[config.mk]
export PLATFORM = sky130hd
export DESIGN_NAME = vend_dispenser
export DESIGN_NICKNAME = d
export VERILOG_FILES = /design/src/rtl/vend_dispenser.sv
export SDC_FILE = /design/constraint.sdc
export NUM_CORES = 1
export LEC_CHECK = 0
export ABC_AREA = 0
export CORE_MARGIN = 8
export CORE_UTILIZATION = 45
export DETAILED_ROUTE_END_ITERATION = 12
export DONT_BUFFER_PORTS = 1
export GPL_TIMING_DRIVEN = 0
export HOLD_SLACK_MARGIN = 0.05
export PLACE_DENSITY_LB_ADDON = 0.15
export REMOVE_ABC_BUFFERS = 1
export SYNTH_ARGS = -nofsm -noshare
export SYNTH_HDL_FRONTEND = slang
export SYNTH_SLANG_ARGS = --single-unit
[constraint.sdc]
create_clock -name clk -period 3.1 [get_ports clk]
set_input_delay 0.62 -clock clk [delete_from_list [all_inputs] [get_ports clk]]
set_output_delay 0.62 -clock clk [all_outputs]
set_load 0.01 [all_outputs]
[src/rtl/vend_dispenser.sv]
// vend_dispenser: output-side actuator controller for the vending machine.
// Takes one dispense order at a time (optional product plus N five-rupee
// coins), drives the product motor and coin hopper with fixed-width pulses,
// confirms each item through its sensor, tracks the hopper coin stock, and
// reports either a one-cycle done pulse or a sticky fault.
//
// Build option:
//   VEND_RETRY_EN - when defined, the first sensor timeout on an item
//                   re-issues that item's pulse once before faulting.
//                   When undefined, the first timeout faults immediately
//                   and no retry flag exists.
module vend_dispenser #(
  parameter int CHANGE_W    = 2,
  parameter int PULSE_CYC   = 4,
  parameter int TIMEOUT_CYC = 1000,
  parameter int HOPPER_MAX  = 15
) (
  input  logic                              clk,
  input  logic                              rst,
  input  logic                              req_valid,
  output logic                              req_ready,
  input  logic                              req_product,
  input  logic [CHANGE_W-1:0]               req_change,
  output logic                              motor_out,
  input  logic                              product_sensed,
  output logic                              coin_release,
  input  logic                              coin_sensed,
  input  logic                              refill,
  input  logic                              fault_clr,
  output logic                              busy,
  output logic                              done,
  output logic                              fault,
  output logic [1:0]                        fault_code,
  output logic [$clog2(HOPPER_MAX+1)-1:0]   hopper_level
);

  localparam int HW = $clog2(HOPPER_MAX + 1);
  localparam int PW = $clog2(PULSE_CYC + 1);
  localparam int TW = $clog2(TIMEOUT_CYC + 1);

  localparam logic [HW-1:0] HOPPER_FULL  = HW'(HOPPER_MAX);
  localparam logic [PW-1:0] PULSE_LAST   = PW'(PULSE_CYC - 1);
  localparam logic [TW-1:0] TIMEOUT_LAST = TW'(TIMEOUT_CYC - 1);

  localparam logic [1:0] FC_NONE         = 2'b00;
  localparam logic [1:0] FC_PRODUCT_JAM  = 2'b01;
  localparam logic [1:0] FC_HOPPER_EMPTY = 2'b10;
  localparam logic [1:0] FC_COIN_JAM     = 2'b11;

  typedef enum logic [2:0] {
    S_IDLE,
    S_VEND_PULSE,
    S_VEND_WAIT,
    S_COIN_CHECK,
    S_COIN_PULSE,
    S_COIN_WAIT,
    S_DONE,
    S_FAULT
  } state_t;

  state_t              state_reg,      state_next;
  logic [CHANGE_W-1:0] remaining_reg,  remaining_next;
  logic [HW-1:0]       hopper_reg,     hopper_next;
  logic [PW-1:0]       pulse_cnt_reg,  pulse_cnt_next;
  logic [TW-1:0]       wait_cnt_reg,   wait_cnt_next;
  logic                sensed_reg,     sensed_next;
  logic [1:0]          fault_code_reg, fault_code_next;

  logic accept;
  logic pulse_last;
  logic timeout_hit;
  logic retry_allowed;

  // An order is taken only while idle; req_ready mirrors the same condition.
  assign accept      = req_valid && (state_reg == S_IDLE);
  assign pulse_last  = (pulse_cnt_reg == PULSE_LAST);
  assign timeout_hit = (wait_cnt_reg == TIMEOUT_LAST);

`ifdef VEND_RETRY_EN
  // Set once an item has used its single retry; cleared whenever a new item
  // begins (COIN_CHECK or IDLE).
  logic retry_reg, retry_next;
  assign retry_allowed = ~retry_reg;
`else
  assign retry_allowed = 1'b0;
`endif

  // State and datapath registers; reset aborts any order in flight.
  always_ff @(posedge clk) begin
    if (rst) begin
      state_reg      <= S_IDLE;
      remaining_reg  <= '0;
      hopper_reg     <= HOPPER_FULL;
      pulse_cnt_reg  <= '0;
      wait_cnt_reg   <= '0;
      sensed_reg     <= 1'b0;
      fault_code_reg <= FC_NONE;
`ifdef VEND_RETRY_EN
      retry_reg      <= 1'b0;
`endif
    end else begin
      state_reg      <= state_next;
      remaining_reg  <= remaining_next;
      hopper_reg     <= hopper_next;
      pulse_cnt_reg  <= pulse_cnt_next;
      wait_cnt_reg   <= wait_cnt_next;
      sensed_reg     <= sensed_next;
      fault_code_reg <= fault_code_next;
`ifdef VEND_RETRY_EN
      retry_reg      <= retry_next;
`endif
    end
  end

  // Next-state and datapath update logic.
  always_comb begin
    state_next      = state_reg;
    remaining_next  = remaining_reg;
    hopper_next     = hopper_reg;
    pulse_cnt_next  = '0;
    wait_cnt_next   = '0;
    sensed_next     = 1'b0;
    fault_code_next = fault_code_reg;
`ifdef VEND_RETRY_EN
    retry_next      = retry_reg;
`endif

    case (state_reg)
      S_IDLE: begin
`ifdef VEND_RETRY_EN
        retry_next = 1'b0;
`endif
        if (accept) begin
          // Only the coin count needs to persist; the product flag is used
          // right here to pick the first step of the order.
          remaining_next = req_change;
          state_next     = req_product ? S_VEND_PULSE : S_COIN_CHECK;
        end else if (refill) begin
          hopper_next = HOPPER_FULL;
        end
      end

      S_VEND_PULSE: begin
        // A drop seen while the motor is still driven counts for the wait.
        sensed_next = sensed_reg | product_sensed;
        if (pulse_last) begin
          state_next = S_VEND_WAIT;
        end else begin
          pulse_cnt_next = pulse_cnt_reg + 1'b1;
        end
      end

      S_VEND_WAIT: begin
        if (sensed_reg || product_sensed) begin
          state_next = S_COIN_CHECK;
        end else if (timeout_hit) begin
          if (retry_allowed) begin
            state_next = S_VEND_PULSE;
`ifdef VEND_RETRY_EN
            retry_next = 1'b1;
`endif
          end else begin
            state_next      = S_FAULT;
            fault_code_next = FC_PRODUCT_JAM;
          end
        end else begin
          wait_cnt_next = wait_cnt_reg + 1'b1;
        end
      end

      S_COIN_CHECK: begin
`ifdef VEND_RETRY_EN
        retry_next = 1'b0;
`endif
        // Checking stock before every pulse keeps hopper_level from wrapping.
        if (remaining_reg == '0) begin
          state_next = S_DONE;
        end else if (hopper_reg == '0) begin
          state_next      = S_FAULT;
          fault_code_next = FC_HOPPER_EMPTY;
        end else begin
          state_next = S_COIN_PULSE;
        end
      end

      S_COIN_PULSE: begin
        sensed_next = sensed_reg | coin_sensed;
        if (pulse_last) begin
          state_next = S_COIN_WAIT;
        end else begin
          pulse_cnt_next = pulse_cnt_reg + 1'b1;
        end
      end

      S_COIN_WAIT: begin
        if (sensed_reg || coin_sensed) begin
          remaining_next = remaining_reg - 1'b1;
          hopper_next    = hopper_reg - 1'b1;
          state_next     = S_COIN_CHECK;
        end else if (timeout_hit) begin
          if (retry_allowed) begin
            state_next = S_COIN_PULSE;
`ifdef VEND_RETRY_EN
            retry_next = 1'b1;
`endif
          end else begin
            // The coin was never confirmed, so the stock is left untouched.
            state_next      = S_FAULT;
            fault_code_next = FC_COIN_JAM;
          end
        end else begin
          wait_cnt_next = wait_cnt_reg + 1'b1;
        end
      end

      S_DONE: begin
        state_next = S_IDLE;
      end

      S_FAULT: begin
        // The interrupted order is dropped; clearing returns to a clean idle.
        if (fault_clr) begin
          state_next      = S_IDLE;
          fault_code_next = FC_NONE;
        end
      end

      default: begin
        state_next = S_IDLE;
      end
    endcase
  end

  // Moore outputs decoded from the current state.
  always_comb begin
    req_ready    = (state_reg == S_IDLE);
    busy         = (state_reg == S_VEND_PULSE) || (state_reg == S_VEND_WAIT) ||
                   (state_reg == S_COIN_CHECK) || (state_reg == S_COIN_PULSE) ||
                   (state_reg == S_COIN_WAIT);
    motor_out    = (state_reg == S_VEND_PULSE);
    coin_release = (state_reg == S_COIN_PULSE);
    done         = (state_reg == S_DONE);
    fault        = (state_reg == S_FAULT);
    fault_code   = fault_code_reg;
    hopper_level = hopper_reg;
  end

endmodule

**Clock wires, drivers and flops**

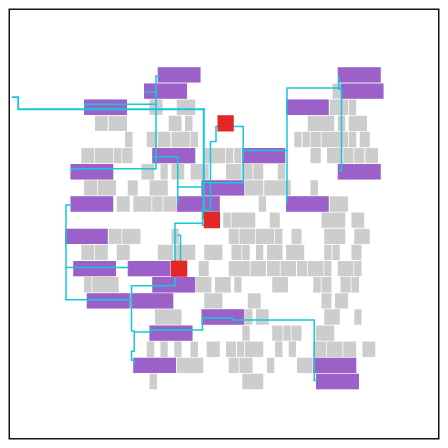
[red] cells driving clock nets | count: 3
[cyan] clock wires | length: 334 um
[purple] flip-flops | count: 25
routed clock nets: 4
clock network power share: 20.7%
Setup Skew: 7.88 ps
clk ins delay skew pair: 320 ps

**Placed standard cells**

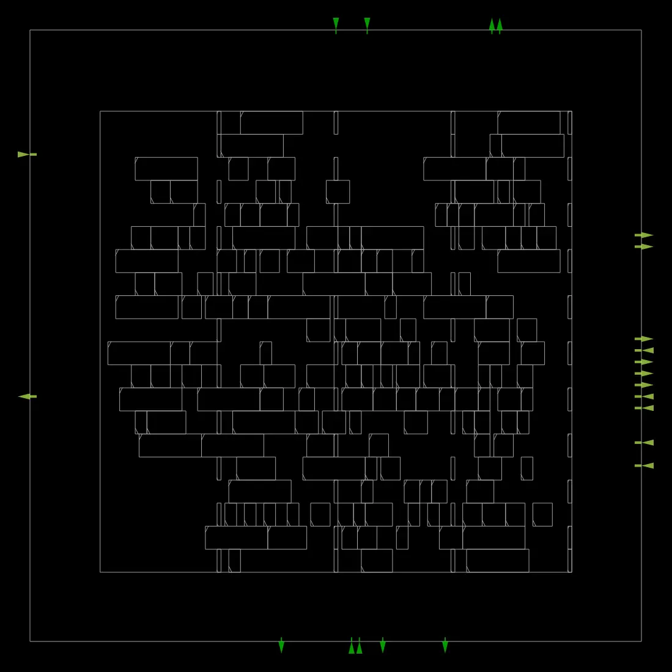
Util after Layout: 47.9%
flop share of the area: 34.5%
# rows: 20
fin cells: 212
layout filler cell count: 315

**Layout detail**

The bar under the picture is 10 um long. Region (24, 9) to (49, 34) um. Cells in gray, sequential cells in the stronger gray; small squares are vias.
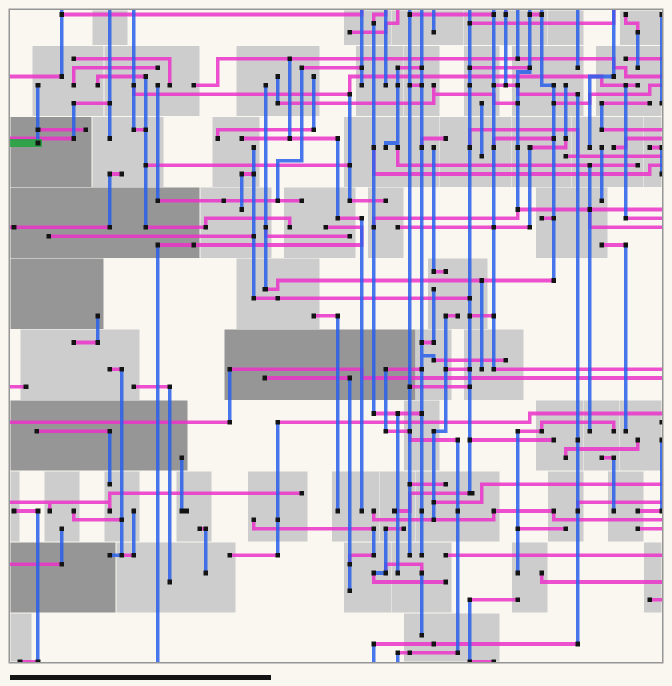
| color | layer |
|---|---|
| blue | met2 |
| green | met3 |
| magenta | met1 |
cells with their middle in the window: 46
most frequent: nor2_1 (6), nand2_1 (5), dfxtp_1 (4)
sequential cells in the window: 4
netlist names of flops here include: pulse_cnt_reg (2)

**Logic cells by family**

The bar under the picture is 20 um long.
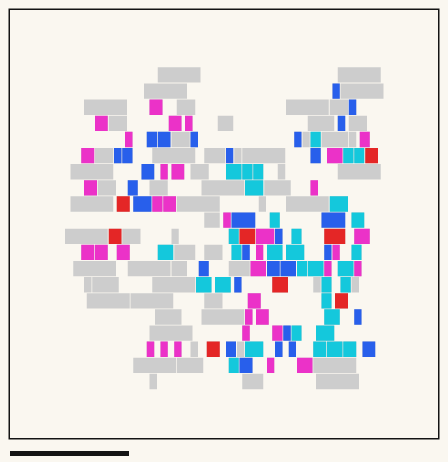
| color | family | cells |
|---|---|---|
| magenta | NOR gates | 35 |
| red | AND and OR gates | 8 |
| blue | NAND gates | 30 |
| cyan | inverting AOI/OAI gates | 33 |
logic share of the area: 57.1%
most frequent logic cell in the layout: dfxtp_1

**Routed metal per tile**

14 x 14 tiles, from black (low) to pale yellow (high), scaled to the fullest tile. Values are wire area over tile area, all layers added.
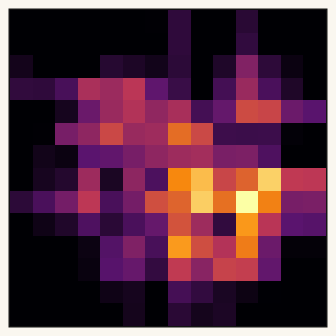
tiles over half the peak: 13%
fullest tile: 0.45
nearly empty tiles: 36%
densest ninth of the die: center
final WL: 2950 um
Vias: 1141
wire per inst: 13.9 um

==> GITHUB_STEP_SUMMARY <==
## Implementation flow summary

| Metric | Value |
|---|---|
| Outcome | finished clean |
| Antenna Cells | 0 |
| MUX area fraction | 0.705% |
| Setup violators final | 0 |
| # IOs | 22 |
| Adder Area Share | ~5.3% |
| Detailed Place HPWL | approximately 2200 um |
| Setup TNS | 0 ps |
| Comb area | 828 um^2 |
| Minimum clock period | 2400 ps |
| P_comb | 166 uW |
| Finished Cell Area | 1450 um^2 |
| Number of nets with antenna violations after routing | 0 |
| Die width | 72.2 um |
| H-tree lvl count | 1 |
| CP delay by family, top | flip-flops |
| Gr usage total | between 10% and 20% |
| Non-clk buf share | 0% |
| Dominant class by area | logic gates |
| CTS Buf Count | 3 |
| Final #Nets | 185 |
| Cycle use final | slightly below 80% |
| Setup Fix Bufs, Post-CTS | 0 |
| Area leader share | 35.3% |
| Crit path cell chain | or2_2 -> nor2_1 -> a21oi_1 |
| Register area | 500 um^2 |
| Slowest stage delay, CP | 820 ps |
| Largest net degree at the start of global routing | 23 |
| Fin Hold WS | 359 ps |
| Met3 Track Usage GR | 3.86% |
| WHS Endpoint | remaining_reg[0] |
| TAP cells | 44 |
| Worst setup path endpoint | busy |
| Initial antenna violation count | 0 |
| Clock-cell share of area | 1.81% |
| Sw Share | 34.6% |
| Hold Startpoint | rst |
| Die area | around 5200 um^2 |
| Flop pwr share | 55.9% |
| Top Consumer | sequential cells |
| Critical path capture point type | output port |
| Synth Area in Compound Gates | 16.9% |
| RSZ-0062 raised after global routing | false |
Power and IR drop assume default switching activity.
